## src/rtl/uart_pkg.sv

```systemverilog
// Shared UART definitions: FSM state encoding, parity modes and default bit timing.
// Used by both the transmitter and the receiver.
package uart_pkg;

  typedef enum logic [2:0] {
    IDLE   = 3'd0,
    START  = 3'd1,
    DATA   = 3'd2,
    PARITY = 3'd3,
    STOP   = 3'd4
  } uart_state_e;

  localparam int PARITY_NONE = 0;
  localparam int PARITY_EVEN = 1;
  localparam int PARITY_ODD  = 2;

  // 25 MHz system clock / 115200 baud
  localparam int CLKS_PER_BIT = 217;

  function automatic logic parity_bit(input logic [7:0] data, input int mode);
    return (^data) ^ (mode == PARITY_ODD);
  endfunction

endpackage

```

## src/rtl/uart_bit_timer.sv

```systemverilog
// Serial bit timer: counts 0..clks_per_bit-1 while enabled and ticks on the final
// cycle of each bit. Clear holds the count at zero so a new bit starts aligned.
module uart_bit_timer
  import uart_pkg::*;
#(
  parameter int clks_per_bit = CLKS_PER_BIT
) (
  input  logic i_clock,
  input  logic i_reset,
  input  logic i_clear,
  input  logic i_enable,
  output logic o_tick
);

  localparam int CNT_W = (clks_per_bit > 1) ? $clog2(clks_per_bit) : 1;
  localparam logic [CNT_W-1:0] LAST = CNT_W'(clks_per_bit - 1);

  logic [CNT_W-1:0] cnt_q, cnt_d;

  always_comb begin
    cnt_d = cnt_q;
    if (i_clear) begin
      cnt_d = '0;
    end else if (i_enable) begin
      cnt_d = (cnt_q == LAST) ? '0 : cnt_q + CNT_W'(1);
    end
  end

  always_ff @(posedge i_clock) begin
    if (i_reset) begin
      cnt_q <= '0;
    end else begin
      cnt_q <= cnt_d;
    end
  end

  assign o_tick = i_enable && !i_clear && (cnt_q == LAST);

endmodule

```

## src/rtl/uart_tx.sv

```systemverilog
// UART transmitter with a one-entry holding register, optional parity and 1 or 2
// stop bits. All outputs are registered from the current FSM state.
module uart_tx
  import uart_pkg::*;
#(
  parameter int clks_per_bit = CLKS_PER_BIT,
  parameter int parity_mode  = PARITY_NONE,
  parameter int stop_bits    = 1
) (
  input  logic       i_clock,
  input  logic       i_reset,
  input  logic       i_tx_dv,
  input  logic [7:0] i_tx_byte,
  output logic       o_tx_ready,
  output logic       o_tx_active,
  output logic       o_tx_done,
  output logic       o_tx_serial
);

  localparam logic [2:0] LAST_STOP = 3'(stop_bits - 1);

  uart_state_e state_q, state_d;
  logic        hold_full_q, hold_full_d;
  logic [7:0]  hold_byte_q, hold_byte_d;
  logic [7:0]  shift_q, shift_d;
  logic        parity_q, parity_d;
  logic [2:0]  bit_idx_q, bit_idx_d;
  logic        serial_q, serial_d;
  logic        active_q, active_d;
  logic        done_q, done_d;
  logic        tick;
  logic        accept;
  logic        load;

  assign accept = i_tx_dv && !hold_full_q;

  uart_bit_timer #(
    .clks_per_bit(clks_per_bit)
  ) u_bit_timer (
    .i_clock (i_clock),
    .i_reset (i_reset),
    .i_clear (state_q == IDLE),
    .i_enable(state_q != IDLE),
    .o_tick  (tick)
  );

  always_comb begin
    state_d     = state_q;
    shift_d     = shift_q;
    parity_d    = parity_q;
    bit_idx_d   = bit_idx_q;
    hold_full_d = hold_full_q;
    hold_byte_d = hold_byte_q;
    load        = 1'b0;

    case (state_q)
      IDLE: begin
        if (hold_full_q) begin
          load    = 1'b1;
          state_d = START;
        end
      end
      START: begin
        if (tick) begin
          state_d   = DATA;
          bit_idx_d = '0;
        end
      end
      DATA: begin
        if (tick) begin
          shift_d = shift_q >> 1;
          if (bit_idx_q == 3'd7) begin
            bit_idx_d = '0;
            state_d   = (parity_mode != PARITY_NONE) ? PARITY : STOP;
          end else begin
            bit_idx_d = bit_idx_q + 3'd1;
          end
        end
      end
      PARITY: begin
        if (tick) begin
          state_d   = STOP;
          bit_idx_d = '0;
        end
      end
      STOP: begin
        if (tick) begin
          if (bit_idx_q == LAST_STOP) begin
            bit_idx_d = '0;
            // A queued byte starts its frame straight away: no idle bit between frames
            if (hold_full_q) begin
              load    = 1'b1;
              state_d = START;
            end else begin
              state_d = IDLE;
            end
          end else begin
            bit_idx_d = bit_idx_q + 3'd1;
          end
        end
      end
      default: state_d = IDLE;
    endcase

    if (load) begin
      shift_d     = hold_byte_q;
      parity_d    = parity_bit(hold_byte_q, parity_mode);
      hold_full_d = 1'b0;
    end
    // accept needs an empty register and load a full one, so they never coincide
    if (accept) begin
      hold_full_d = 1'b1;
      hold_byte_d = i_tx_byte;
    end
  end

  always_comb begin
    serial_d = 1'b1;
    case (state_q)
      START:   serial_d = 1'b0;
      DATA:    serial_d = shift_q[0];
      PARITY:  serial_d = parity_q;
      default: serial_d = 1'b1;
    endcase
    active_d = (state_q != IDLE);
    done_d   = (state_q == STOP) && tick && (bit_idx_q == LAST_STOP);
  end

  always_ff @(posedge i_clock) begin
    if (i_reset) begin
      state_q     <= IDLE;
      hold_full_q <= 1'b0;
      bit_idx_q   <= '0;
      serial_q    <= 1'b1;
      active_q    <= 1'b0;
      done_q      <= 1'b0;
    end else begin
      state_q     <= state_d;
      hold_full_q <= hold_full_d;
      bit_idx_q   <= bit_idx_d;
      serial_q    <= serial_d;
      active_q    <= active_d;
      done_q      <= done_d;
    end
  end

  always_ff @(posedge i_clock) begin
    hold_byte_q <= hold_byte_d;
    shift_q     <= shift_d;
    parity_q    <= parity_d;
  end

  assign o_tx_ready  = !hold_full_q;
  assign o_tx_active = active_q;
  assign o_tx_done   = done_q;
  assign o_tx_serial = serial_q;

endmodule
```

## config.mk

```make
export PLATFORM = sky130hd
export DESIGN_NAME = uart_tx
export DESIGN_NICKNAME = d
export VERILOG_FILES = /design/src/rtl/uart_pkg.sv /design/src/rtl/uart_bit_timer.sv /design/src/rtl/uart_tx.sv
export SDC_FILE = /design/constraint.sdc
export NUM_CORES = 1
export LEC_CHECK = 0
export ABC_CLOCK_PERIOD_IN_PS = 4600
export CAP_MARGIN = 25
export CORE_ASPECT_RATIO = 0.9
export CORE_MARGIN = 4
export CORE_UTILIZATION = 56
export DETAILED_ROUTE_END_ITERATION = 12
export GPL_ROUTABILITY_DRIVEN = 0
export HOLD_SLACK_MARGIN = 0.03
export PLACE_DENSITY = 0.78
export SLEW_MARGIN = 5
export SYNTH_ARGS = -nofsm -noshare
export SYNTH_HDL_FRONTEND = slang
export SYNTH_HIERARCHICAL = 1
export SYNTH_SLANG_ARGS = --single-unit
```

## constraint.sdc

```tcl
create_clock -name i_clock -period 4.6 [get_ports i_clock]
set_input_delay 0.92 -clock i_clock [delete_from_list [all_inputs] [get_ports i_clock]]
set_output_delay 0.92 -clock i_clock [all_outputs]
set_load 0.05 [all_outputs]
```

Fig. 1: M2 wires
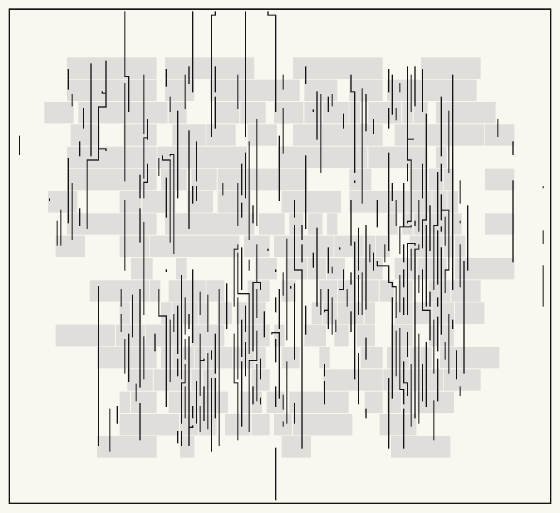
nets with wire on the layer: 160
wire length on this layer: 1410 um
main direction: vertical
final WL: 2948 um
Vias: 1203
GR Util met2: 26.14%

Fig. 2: placed standard cells
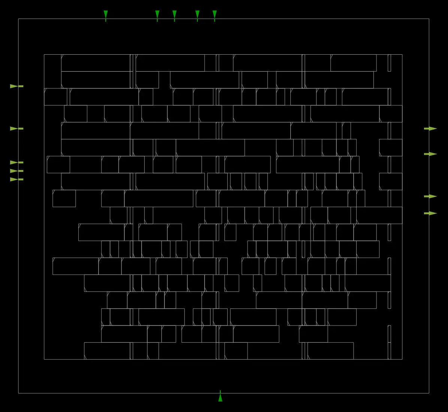
Tap Cells: 40
Fillers: 207
# rows: 18

==> results.py <==
# Physical implementation metrics
metrics = {
    "run_status": {
        "run_status": "finished, final reports clean",
    },
    "layout": {
        "finalInstanceArea_sq_mm": 0.001912,
        "largest_class": "sequential cells",
        "flop-count": 35,
        "area_delta_synth_final_pct": 13.02,
        "drive_above_1_share_pct": 11.56,
        "comb_area_sq_um": 757.0,
        "utilization_pct": 67.91,
    },
    "clock_tree": {
        "cts_resized": 0,
        "cts_buffers": 5,
        "root_buffer": "clkbuf_4",
    },
    "critical_path": {
        "r2r_end": "shift_q[4]",
        "crit_buf_inv": 2,
        "critPathLaunch": "state_q[1]",
    },
    "final_timing": {
        "finalSetupTns_ns": 0,
        "clock.fmax_mhz": 308.1,
        "slew_viol_final": 0,
    },
    "synthesis": {
        "ys_top_logic_family": "simple AND/OR/NAND/NOR gates",
        "synth-edff-count": 17,
        "flop_cell": "dfxtp_1",
        "synth.most_common_cell": "dfxtp_1",
        "synth_flops": 35,
        "yosysTopAreaCellShare_pct": 30.18,
    },
    "drt": {
        "routed_via_density": 5.648,
        "top_layer": "met4",
        "route.met3.wl_um": 142,
        "wl_met1_um": 1338,
    },
    "grt": {
        "busiest_layer": "met2",
        "grt_antenna_before_repair": 0,
    },
    "power_and_ir_drop": {
        "power.group.top": "sequential cells",
        "power_leakage_nw": 0.6201,
    },
    "place": {
        "dpl.hpwl_um": 2166,
    },
    "worst_hold_path": {
        "min_to": "o_tx_serial",
        "worstHoldPathType": "flop to flop",
    },
}
Fig. 3: I/O nets highlighted
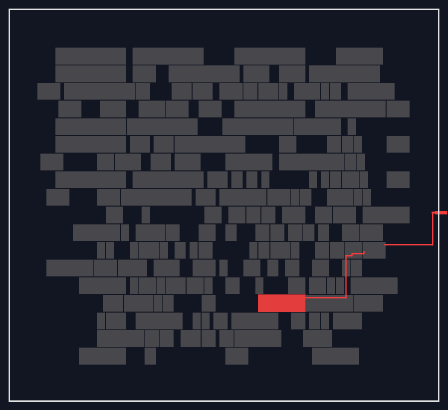
legend:
  o_tx_active:
    colour: red
    bits: 1
    direction: output
    edge: right
    end_cells: 1
    buffers: 1
    wire: 29.3 um
IO buf count: 14
# IOs: 15

Fig. 4: the metal 3 layer
The bar under the picture is 20 um long.
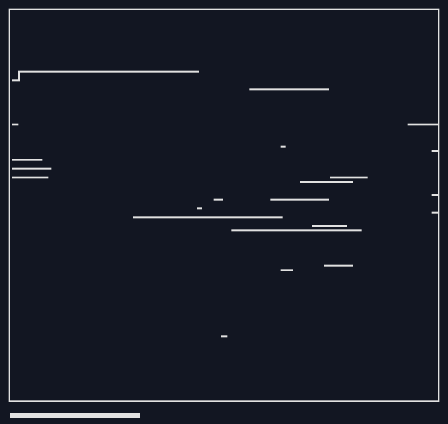
wire length on this layer: 142 um
nets with wire on the layer: 17
share of all routed wire: 4.8%
main direction: horizontal
met3 Resource Use GR: 4.511%

